==> images/congestion_map.png <==
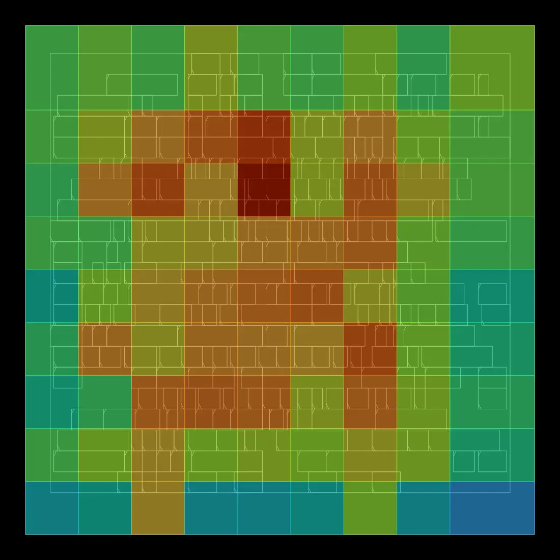
==> images/clock_wires.png <==
Scale: 8 px per um.
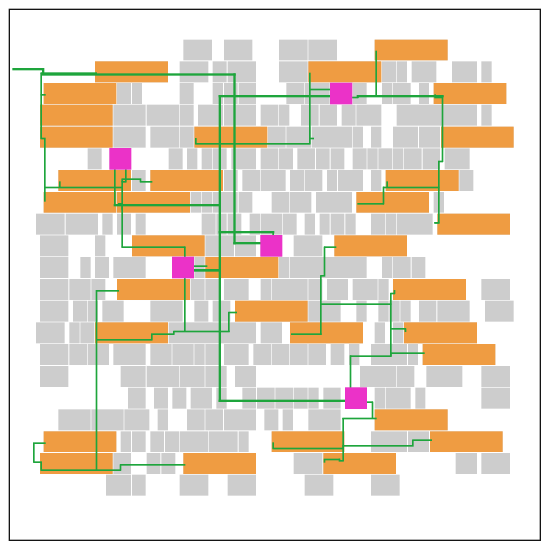
==> images/floorplan.png <==
Scale: 6 px per um. Pins as bars on the die edge.
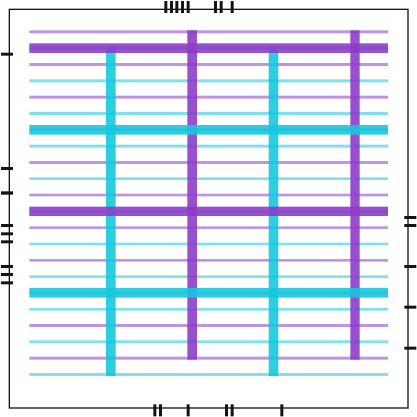
==> images/class_map.png <==
Scale: 8 px per um. Fill, decap, tap and diode cells in gray.
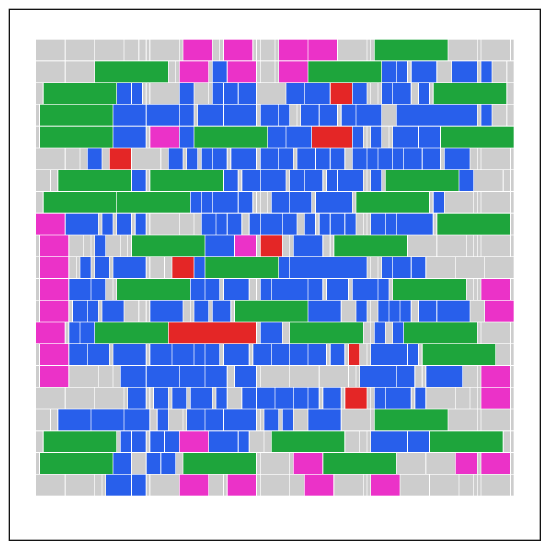
[config.mk]
export PLATFORM = sky130hd
export DESIGN_NAME = decode_scan_ctrl
export DESIGN_NICKNAME = d
export VERILOG_FILES = /design/src/rtl/decode_scan_ctrl.sv
export SDC_FILE = /design/constraint.sdc
export NUM_CORES = 1
export LEC_CHECK = 0
export CORE_MARGIN = 3
export CORE_UTILIZATION = 59
export DETAILED_ROUTE_END_ITERATION = 12
export PLACE_DENSITY = 0.83
export SYNTH_ARGS = -nofsm -noshare
export SYNTH_HDL_FRONTEND = slang
export SYNTH_SLANG_ARGS = --single-unit
[constraint.sdc]
create_clock -name clka -period 6.1 [get_ports clka]
set_input_delay 1.22 -clock clka [delete_from_list [all_inputs] [get_ports clka]]
set_output_delay 1.22 -clock clka [all_outputs]
set_load 0.1 [all_outputs]
[src/rtl/decode_scan_ctrl.sv]
// Scan sequencer driving decoder_3_8 E/In: walks enabled channels with a dwell and a one-cycle blank.
// Optional pass counter output enabled by `define SCAN_PASS_CNT_EN.
module decode_scan_ctrl #(
  parameter int DWELL_W = 8,
  parameter int NUM_CH  = 8
) (
  input  logic               clka,
  input  logic               rst_n,
  input  logic               start,
  input  logic               stop,
  input  logic               cont,
  input  logic [DWELL_W-1:0] dwell,
  input  logic [NUM_CH-1:0]  ch_mask,
  output logic               E,
  output logic [2:0]         In,
  output logic               busy,
  output logic               ch_strobe,
`ifdef SCAN_PASS_CNT_EN
  output logic [7:0]         pass_cnt,
`endif
  output logic               done
);

  typedef enum logic [1:0] {S_IDLE, S_DWELL, S_BLANK} state_t;

  state_t             r_state, w_nxt_state;
  logic               r_e, w_nxt_e;
  logic [2:0]         r_in, w_nxt_in;
  logic               r_busy, w_nxt_busy;
  logic               r_strobe, w_nxt_strobe;
  logic               r_done, w_nxt_done;
  logic [DWELL_W-1:0] r_cnt, w_nxt_cnt;
  logic [NUM_CH-1:0]  r_mask, w_nxt_mask;
  logic [DWELL_W-1:0] r_dwell, w_nxt_dwell;
  logic               r_cont, w_nxt_cont;

  logic [DWELL_W-1:0] w_dw_in;
  logic [NUM_CH-1:0]  w_above;
  logic               w_start_acc;

  function automatic logic [2:0] lowest(input logic [NUM_CH-1:0] m);
    logic [2:0] idx;
    idx = 3'd0;
    for (int i = NUM_CH-1; i >= 0; i--)
      if (m[i]) idx = i[2:0];
    return idx;
  endfunction

  assign w_dw_in     = (dwell == '0) ? DWELL_W'(1) : dwell;
  // Latched channels strictly above the one currently selected
  assign w_above     = r_mask & (8'hFE << r_in);
  assign w_start_acc = (r_state == S_IDLE) && start && !stop && (|ch_mask);

  always_comb begin
    w_nxt_state  = r_state;
    w_nxt_e      = r_e;
    w_nxt_in     = r_in;
    w_nxt_busy   = r_busy;
    w_nxt_strobe = 1'b0;
    w_nxt_done   = 1'b0;
    w_nxt_cnt    = r_cnt;
    w_nxt_mask   = r_mask;
    w_nxt_dwell  = r_dwell;
    w_nxt_cont   = r_cont;
    case (r_state)
      S_IDLE: begin
        w_nxt_e    = 1'b0;
        w_nxt_busy = 1'b0;
        if (w_start_acc) begin
          w_nxt_mask   = ch_mask;
          w_nxt_dwell  = w_dw_in;
          w_nxt_cont   = cont;
          w_nxt_in     = lowest(ch_mask);
          w_nxt_cnt    = w_dw_in;
          w_nxt_e      = 1'b1;
          w_nxt_busy   = 1'b1;
          w_nxt_strobe = 1'b1;
          w_nxt_state  = S_DWELL;
        end
      end
      S_DWELL: begin
        if (stop) begin
          w_nxt_state = S_IDLE;
          w_nxt_e     = 1'b0;
          w_nxt_busy  = 1'b0;
        end else if (r_cnt <= DWELL_W'(1)) begin
          w_nxt_state = S_BLANK;
          w_nxt_e     = 1'b0;
        end else begin
          w_nxt_cnt = r_cnt - DWELL_W'(1);
        end
      end
      S_BLANK: begin
        if (stop) begin
          w_nxt_state = S_IDLE;
          w_nxt_busy  = 1'b0;
        end else if (|w_above) begin
          w_nxt_in     = lowest(w_above);
          w_nxt_cnt    = r_dwell;
          w_nxt_e      = 1'b1;
          w_nxt_strobe = 1'b1;
          w_nxt_state  = S_DWELL;
        end else if (r_cont) begin
          // Wrap: pick up fresh mask/dwell; cont stays as latched at start
          w_nxt_mask  = ch_mask;
          w_nxt_dwell = w_dw_in;
          if (|ch_mask) begin
            w_nxt_in     = lowest(ch_mask);
            w_nxt_cnt    = w_dw_in;
            w_nxt_e      = 1'b1;
            w_nxt_strobe = 1'b1;
            w_nxt_state  = S_DWELL;
          end else begin
            w_nxt_busy  = 1'b0;
            w_nxt_state = S_IDLE;
          end
        end else begin
          w_nxt_busy  = 1'b0;
          w_nxt_done  = 1'b1;
          w_nxt_state = S_IDLE;
        end
      end
      default: begin
        w_nxt_state = S_IDLE;
        w_nxt_e     = 1'b0;
        w_nxt_busy  = 1'b0;
      end
    endcase
  end

  always_ff @(posedge clka or negedge rst_n) begin
    if (!rst_n) begin
      r_state  <= S_IDLE;
      r_e      <= 1'b0;
      r_in     <= 3'd0;
      r_busy   <= 1'b0;
      r_strobe <= 1'b0;
      r_done   <= 1'b0;
      r_cnt    <= '0;
      r_mask   <= '0;
      r_dwell  <= '0;
      r_cont   <= 1'b0;
    end else begin
      r_state  <= w_nxt_state;
      r_e      <= w_nxt_e;
      r_in     <= w_nxt_in;
      r_busy   <= w_nxt_busy;
      r_strobe <= w_nxt_strobe;
      r_done   <= w_nxt_done;
      r_cnt    <= w_nxt_cnt;
      r_mask   <= w_nxt_mask;
      r_dwell  <= w_nxt_dwell;
      r_cont   <= w_nxt_cont;
    end
  end

`ifdef SCAN_PASS_CNT_EN
  logic [7:0] r_pass_cnt;
  logic       w_pass_inc;
  // A pass ends in BLANK with no higher channel left (done or wrap)
  assign w_pass_inc = (r_state == S_BLANK) && !stop && !(|w_above);

  always_ff @(posedge clka or negedge rst_n) begin
    if (!rst_n)          r_pass_cnt <= 8'd0;
    else if (w_start_acc) r_pass_cnt <= 8'd0;
    else if (w_pass_inc)  r_pass_cnt <= r_pass_cnt + 8'd1;
  end
  assign pass_cnt = r_pass_cnt;
`endif

  assign E         = r_e;
  assign In        = r_in;
  assign busy      = r_busy;
  assign ch_strobe = r_strobe;
  assign done      = r_done;

endmodule
==> flow_summary.yaml <==
# physical design summary
power_and_ir_drop:
  clk-power_mw: 0.177
  pwr-share-clk_pct: 13.4
  power_mw: 1.33
  seqPwrFrac_pct: 31.8
  power_leader: "combinational cells"
  p_per_area_mw_per_mm2: 529
global_routing:
  globalRouteOverflowTotal: 0
  use_met1_pct: 33.1
  track_usage_pct: 24.3
setup_path:
  cpPeakStageDelay_ns: 1.20
  crit_chain: "clkdlybuf4s50_1"
  cp-end-kind: "primary output"
  critPathBufInv: 1
clock_network:
  cts.sinks: 33
  tritoncts: "yes"
  htreeDepth: 2
  hold_buffers: 0
drt:
  avgRoutedWirePerCell_um: 15.4
  drt-met1-wl_um: 2250
  topRoutingLayerUsed: "met4"
  dr.first_iter.drc_count: 133
  drc_errors: 0
  wl_met3_um: 304
  dr.pass1.iters: 4
synthesis:
  mux_area_share_pct: 7.84
  ys_seq_share_pct: 38.6
  yosysMostFrequentCell: "dfrtp_1"
  async_flop_share_pct: 100
  synthCells: 238
  edf_count: 0
  ys_sh_adder_pct: 3.51
  top_logic_kind: "AND-OR/OR-AND gates"
cells_and_area:
  layout_top_cells: "33 x dfrtp_1, 27 x clkdlybuf4s50_1, 23 x nand2_1"
  fin_util_pct: 73.4
  drive_gt1_share_pct: 5.70
  final_nets: 289
sta:
  slew_viol_final: 0
  whs_ns: 0.497
  worst_slew_pin_slew_ns: 0.967
  finClkSkew_ns: 0.0133
run:
  warnings: 30
  maxCapViolations: 0
status:
  status: "finished clean"
floorplan:
  die_w_um: 66.2
  core_mm2: 0.00342
place:
  dp_slack_ns: 2.58
min_path:
  hp-class: "flop to flop"
-- congestion_map.png (at the start) --
global route hottest layer: met2
GR Util met3: 6.80%

-- clock_wires.png (at the start) --
green -> clock wires  # length 461 um
orange -> flip-flops  # count 33
magenta -> clock-net drivers  # count 5
flops lie = spread over the die
routed clock nets = 6

-- floorplan.png (at the start) --
cyan -> VSS
purple -> VDD
met4 straps = 4
met1 rails = 22
met5 straps = 4
rows = 21
signal pins = 28

-- class_map.png (at the start) --
blue -> remaining logic cells  # cells 193, share of their area 51%
red -> clock drivers and dummy loads  # cells 8, share of their area 3.5%
green -> registers  # cells 33, share of their area 34%
magenta -> remaining buffers and delay cells  # cells 29, share of their area 12%

area by class of cell:
class                      instances  area [um2]
fill                             248         908
sequential                        33         826
inverter                          12        45.0
tap                               46        57.6
multi-input combinational        181        1210
clock buffer                       7        55.1
clock inverter                     1        30.0
timing repair buffer              29         285
final timing paths:
path	start	to	slack (ns)	depth (start not counted)
max	In[2]$_DFFE_PN0P_	In[2]	2.76	1
min	busy$_DFFE_PN0P_	busy$_DFFE_PN0P_	0.50	1
max reg2reg	r_state[0]$_DFFE_PN0P_	r_cnt[0]$_DFFE_PN0P_	3.44	8
min reg2reg	busy$_DFFE_PN0P_	busy$_DFFE_PN0P_	0.50	1
max in group asynchronous	rst_n	r_dwell[7]$_DFFE_PN0P_	4.51	2
min in group asynchronous	rst_n	r_state[0]$_DFFE_PN0P_	1.26	2
Power figures rest on the tool's default switching activity, not on a simulated workload.
